==> src/rtl/snake_board_writer_if.sv <==
// snake_board_writer_if
// Bundles the game-control inputs and the board BMEM port of the snake
// board writer.
//   restart, step, dir, grow : control from game-tick/input logic
//   addr, we, wdata, re      : BMEM address/strobe/data from the writer
//   rdata                    : BMEM read data, valid the cycle after re
//   busy, game_over, length  : status back to the game logic
// Modports: slave = the writer, master = its environment (control + BMEM).
interface snake_board_writer_if;
    logic       restart;
    logic       step;
    logic [1:0] dir;
    logic       grow;
    logic [9:0] addr;
    logic       we;
    logic [1:0] wdata;
    logic       re;
    logic [1:0] rdata;
    logic       busy;
    logic       game_over;
    logic [6:0] length;

    modport slave (
        input  restart, step, dir, grow, rdata,
        output addr, we, wdata, re, busy, game_over, length
    );

    modport master (
        output restart, step, dir, grow, rdata,
        input  addr, we, wdata, re, busy, game_over, length
    );
endinterface

==> src/rtl/snake_board_writer.sv <==
// snake_board_writer
// Writer side of the 1k-cell board memory scanned by the VGA path. Keeps
// the snake body as a circular buffer of cell addresses and, per game step,
// probes the new head cell, writes the head and erases the tail.
// Address format: addr[4:0] = column 0..31, addr[9:5] = row 0..23.
// Ports:
//   clk   : system clock
//   reset : asynchronous active-high reset
//   bus   : snake_board_writer_if.slave (control, BMEM port, status)
//
// state   | meaning
// --------+-------------------------------------------------------
// S_CLEAR | write 0 to cells 0..767, one per cycle
// S_INIT  | write the initial snake, tail first, fill body buffer
// S_IDLE  | wait for step, compute new head, bounds check
// S_READ  | read the new head cell
// S_CHECK | collision test on rdata
// S_WHEAD | write the new head, push it into the body buffer
// S_ETAIL | erase the tail cell, pop it from the body buffer
// S_DEAD  | game over, wait for restart
module snake_board_writer #(
    parameter int MAXLEN   = 64,
    parameter int INIT_LEN = 4,
    parameter int INIT_ROW = 12,
    parameter int INIT_COL = 8
) (
    input  logic                 clk,
    input  logic                 reset,
    snake_board_writer_if.slave  bus
);
    localparam int          PW        = $clog2(MAXLEN);
    localparam logic [9:0]  CLR_LAST  = 10'd767;
    localparam logic [9:0]  INIT_LAST = 10'(INIT_LEN - 1);
    localparam logic [9:0]  INIT_BASE = 10'(INIT_ROW * 32 + INIT_COL);
    localparam logic [6:0]  MAXLEN_L  = 7'(MAXLEN);

    typedef enum logic [2:0] {
        S_CLEAR, S_INIT, S_IDLE, S_READ, S_CHECK, S_WHEAD, S_ETAIL, S_DEAD
    } state_t;

    state_t          state, state_d;
    logic [9:0]      cnt;
    logic [1:0]      cur_dir;
    logic            grow_q;
    logic [9:0]      nhead;
    logic [9:0]      tail_q;
    logic [PW-1:0]   head_ptr;
    logic [PW-1:0]   tail_ptr;
    logic [6:0]      length;
    logic [9:0]      body [MAXLEN];

    logic [PW-1:0]   last_ptr;
    logic [9:0]      head;
    logic [1:0]      eff_dir;
    logic signed [5:0] hrow, hcol, nrow, ncol;
    logic            oob;
    logic [9:0]      nhead_c;
    logic            grow_ok;

    assign last_ptr = head_ptr - PW'(1);
    assign head     = body[last_ptr];
    // A request for the exact opposite direction would fold the snake onto
    // its own neck, so it is treated as "keep going".
    assign eff_dir  = (bus.dir == (cur_dir ^ 2'b10)) ? cur_dir : bus.dir;
    assign hrow     = $signed({1'b0, head[9:5]});
    assign hcol     = $signed({1'b0, head[4:0]});
    assign grow_ok  = grow_q && (length < MAXLEN_L);

    always_comb begin
        nrow = hrow;
        ncol = hcol;
        case (eff_dir)
            2'd0:    ncol = hcol + 6'sd1;
            2'd1:    nrow = hrow + 6'sd1;
            2'd2:    ncol = hcol - 6'sd1;
            default: nrow = hrow - 6'sd1;
        endcase
    end

    assign oob     = (ncol < 6'sd0) || (ncol > 6'sd31) ||
                     (nrow < 6'sd0) || (nrow > 6'sd23);
    assign nhead_c = {nrow[4:0], ncol[4:0]};

    always_ff @(posedge clk or posedge reset) begin
        if (reset) state <= S_CLEAR;
        else       state <= state_d;
    end

    always_comb begin
        state_d = state;
        case (state)
            S_CLEAR: if (cnt == CLR_LAST) state_d = S_INIT;
            S_INIT:  if (cnt == INIT_LAST) state_d = S_IDLE;
            S_IDLE:  if (bus.step) state_d = oob ? S_DEAD : S_READ;
            S_READ:  state_d = S_CHECK;
            S_CHECK: state_d = (bus.rdata == 2'd1) ? S_DEAD : S_WHEAD;
            S_WHEAD: state_d = grow_ok ? S_IDLE : S_ETAIL;
            S_ETAIL: state_d = S_IDLE;
            default: state_d = state;
        endcase
        if (bus.restart) state_d = S_CLEAR;
    end

    always_comb begin
        bus.addr  = 10'd0;
        bus.we    = 1'b0;
        bus.wdata = 2'd0;
        bus.re    = 1'b0;
        case (state)
            S_CLEAR: begin
                bus.we   = 1'b1;
                bus.addr = cnt;
            end
            S_INIT: begin
                bus.we    = 1'b1;
                bus.addr  = INIT_BASE + cnt;
                bus.wdata = 2'd1;
            end
            S_READ: begin
                bus.re   = 1'b1;
                bus.addr = nhead;
            end
            S_WHEAD: begin
                bus.we    = 1'b1;
                bus.addr  = nhead;
                bus.wdata = 2'd1;
            end
            S_ETAIL: begin
                bus.we   = 1'b1;
                bus.addr = tail_q;
            end
            default: ;
        endcase
        // The state register sits in CLEAR while reset is held; keep the
        // memory quiet until reset is released.
        if (reset) bus.we = 1'b0;
    end

    assign bus.busy      = (state != S_IDLE);
    assign bus.game_over = (state == S_DEAD);
    assign bus.length    = length;

    always_ff @(posedge clk or posedge reset) begin
        if (reset) begin
            cnt      <= '0;
            cur_dir  <= 2'd0;
            grow_q   <= 1'b0;
            nhead    <= '0;
            tail_q   <= '0;
            head_ptr <= '0;
            tail_ptr <= '0;
            length   <= '0;
        end else if (bus.restart) begin
            cnt <= '0;
        end else begin
            case (state)
                S_CLEAR: begin
                    cnt      <= (cnt == CLR_LAST) ? 10'd0 : cnt + 10'd1;
                    head_ptr <= '0;
                    tail_ptr <= '0;
                    length   <= '0;
                end
                S_INIT: begin
                    cnt      <= (cnt == INIT_LAST) ? 10'd0 : cnt + 10'd1;
                    head_ptr <= head_ptr + PW'(1);
                    length   <= length + 7'd1;
                    cur_dir  <= 2'd0;
                end
                S_IDLE: if (bus.step) begin
                    cur_dir <= eff_dir;
                    grow_q  <= bus.grow;
                    nhead   <= nhead_c;
                end
                S_WHEAD: begin
                    head_ptr <= head_ptr + PW'(1);
                    // With a full buffer the head push lands on the tail
                    // slot, so the tail address is saved first.
                    tail_q   <= body[tail_ptr];
                    if (grow_ok) length <= length + 7'd1;
                end
                S_ETAIL: tail_ptr <= tail_ptr + PW'(1);
                default: ;
            endcase
        end
    end

    always_ff @(posedge clk) begin
        if (state == S_INIT)       body[head_ptr] <= INIT_BASE + cnt;
        else if (state == S_WHEAD) body[head_ptr] <= nhead;
    end
endmodule

==> src/flat_wrapper.sv <==
// flat-port wrapper written by rule: the top's interface ports become plain ports
module snake_board_writer_flat 
#(
    parameter int MAXLEN   = 64,
    parameter int INIT_LEN = 4,
    parameter int INIT_ROW = 12,
    parameter int INIT_COL = 8
)
  (clk, reset, bus_restart, bus_step, bus_dir, bus_grow, bus_rdata, bus_addr, bus_we, bus_wdata, bus_re, bus_busy, bus_game_over, bus_length);
  snake_board_writer_if bus_i ();
  input  logic clk;
  input  logic reset;
  input wire logic [$bits(bus_i.restart)-1:0] bus_restart;
  input wire logic [$bits(bus_i.step)-1:0] bus_step;
  input wire logic [$bits(bus_i.dir)-1:0] bus_dir;
  input wire logic [$bits(bus_i.grow)-1:0] bus_grow;
  input wire logic [$bits(bus_i.rdata)-1:0] bus_rdata;
  output wire logic [$bits(bus_i.addr)-1:0] bus_addr;
  output wire logic [$bits(bus_i.we)-1:0] bus_we;
  output wire logic [$bits(bus_i.wdata)-1:0] bus_wdata;
  output wire logic [$bits(bus_i.re)-1:0] bus_re;
  output wire logic [$bits(bus_i.busy)-1:0] bus_busy;
  output wire logic [$bits(bus_i.game_over)-1:0] bus_game_over;
  output wire logic [$bits(bus_i.length)-1:0] bus_length;
  assign bus_i.restart = bus_restart;
  assign bus_i.step = bus_step;
  assign bus_i.dir = bus_dir;
  assign bus_i.grow = bus_grow;
  assign bus_i.rdata = bus_rdata;
  assign bus_addr = bus_i.addr;
  assign bus_we = bus_i.we;
  assign bus_wdata = bus_i.wdata;
  assign bus_re = bus_i.re;
  assign bus_busy = bus_i.busy;
  assign bus_game_over = bus_i.game_over;
  assign bus_length = bus_i.length;
  snake_board_writer #(.MAXLEN(MAXLEN), .INIT_LEN(INIT_LEN), .INIT_ROW(INIT_ROW), .INIT_COL(INIT_COL)) u_core (.clk(clk), .reset(reset), .bus(bus_i));
endmodule
==> config.mk <==
export PLATFORM = sky130hd
export DESIGN_NAME = snake_board_writer_flat
export DESIGN_NICKNAME = d
export VERILOG_FILES = /design/src/rtl/snake_board_writer_if.sv /design/src/rtl/snake_board_writer.sv /design/src/flat_wrapper.sv
export SDC_FILE = /design/constraint.sdc
export NUM_CORES = 1
export LEC_CHECK = 0
export CAP_MARGIN = 20
export CORE_MARGIN = 10
export CORE_UTILIZATION = 50
export DETAILED_ROUTE_END_ITERATION = 16
export PLACE_DENSITY_LB_ADDON = 0.15
export SLEW_MARGIN = 20
export SYNTH_ARGS = -nofsm -noshare
export SYNTH_HDL_FRONTEND = slang
export SYNTH_SLANG_ARGS = --single-unit
export TNS_END_PERCENT = 50
==> constraint.sdc <==
create_clock -name clk -period 4.8 [get_ports clk]
set_clock_uncertainty 0.1 [all_clocks]
set_input_delay 0.96 -clock clk [delete_from_list [all_inputs] [get_ports clk]]
set_output_delay 0.96 -clock clk [all_outputs]
set_load 0.005 [all_outputs]
Ports around the boundary:
Pins as bars across the die edge, other pins in grey.
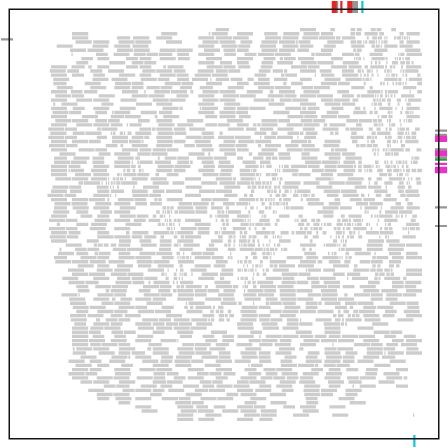
[bus_addr] magenta | pins: 10 | direction: output | edge: right
[bus_wdata] cyan | pins: 2 | direction: output | edge: 1 top, 1 bottom
[reset] green | pins: 1 | direction: input | edge: right
[bus_length] red | pins: 7 | direction: output | edge: top
all pins by edge: 17 right, 13 top, 1 bottom, 1 left
Die Ht: 281 um
chip width: 281 um
Port Buffers: 30

M4 wires:
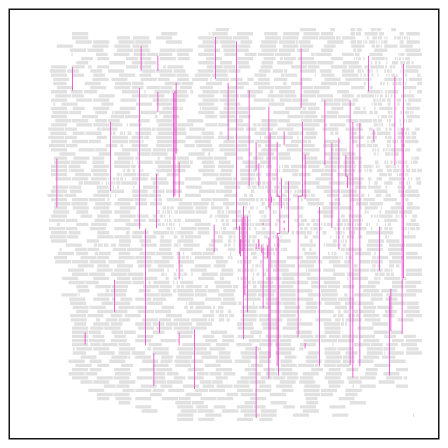
wire length on this layer: 3420 um
longest straight run: 173 um
nets with wire on the layer: 51
main direction: vertical
final wirelength: 98500 um
Vias: 20147

Routed clock nets over the placement:
Bar = 100 um.
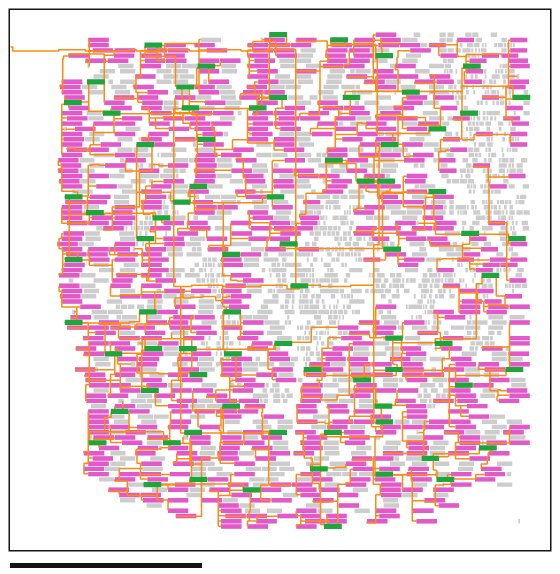
[clock drivers] green | count: 75
[clock wires] orange | length: 8390 um
[flip-flops] magenta | count: 695
flops lie: widely spread
routed clock nets: 76
Clk. pwr: 6.00 mW
clk_lat worst skew: 0.62 ns
clock power share: 47.1%

Register map, names as in the netlist:
Other sequential cells in the stronger grey, the rest of the logic in the fainter grey.
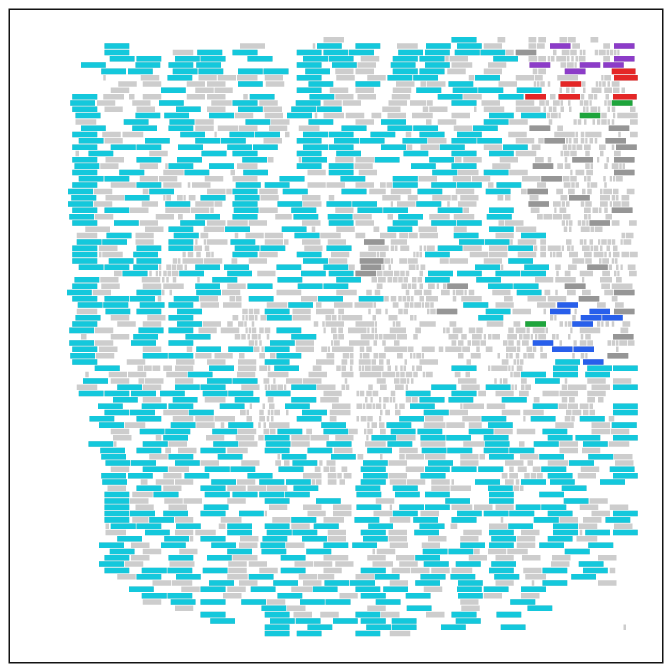
[u_core.state] green | sequential cells: 3
[u_core.body] cyan | sequential cells: 640 | where: widely spread
[u_core.nhead] blue | sequential cells: 10 | where: middle right
[u_core.tail_ptr] red | sequential cells: 6 | where: upper right
[u_core.bus.length] purple | sequential cells: 7 | where: upper right
not coloured: 29
sequential cell area share: 53.2%
register area: 20600 sq um
seq pwr: 6.58 mW
Post-Route Utilization: 57.5%

Congestion heat map:
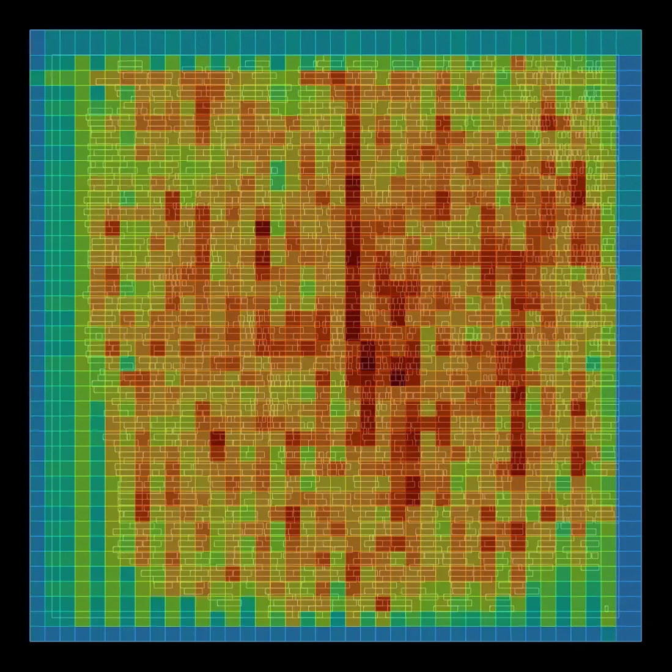
GRT met1 Usage: 35.4%
Avg WL per Cell: 34.0 um
met2 Usage GRT: 39.1%

==> impl_metrics.yaml <==
# generated from flow reports
status:
  status: "completed"
critical_path:
  slowest_stage: "or4_1"
  crit_required_ns: 5.17
  crit_family: "AND-OR/OR-AND gates"
global_routing:
  antenna_found_initial: 3
  grt_busiest_layer: "met2"
  grt_overflow: 0
floorplanning:
  design.core.area_sq_um: 67300
placed_design:
  postPlaceCellArea_sq_um: 36100
  dp_hpwl_um: 63100
  place_ws_ns: 0.00138
final_timing:
  rsz0062_at_grt: "no"
  finalCritPeriodShare_pct: 96.0
  fin_setup_tns_ns: 0
drt:
  drc_errors: 0
final_layout:
  nFillCells: 5007
  mostFrequentLayoutCells: "edfxtp_1 (640), mux4_2 (385), buf_4 (131)"
  nClkBuffers: 94
yosys:
  netlist_area_sq_um: 34000
  synth_chip_area_sq_um: 34000
  ys_top_cells_by_count: "edfxtp_1 (640), mux4_2 (385), nor2_1 (125)"
power_and_ir_drop:
  comb_power_uw: 146
  finalPower_mw: 12.7
  p_int_mw: 10.2
  pwr-share-comb_pct: 1.1
Power and IR drop assume default switching activity.
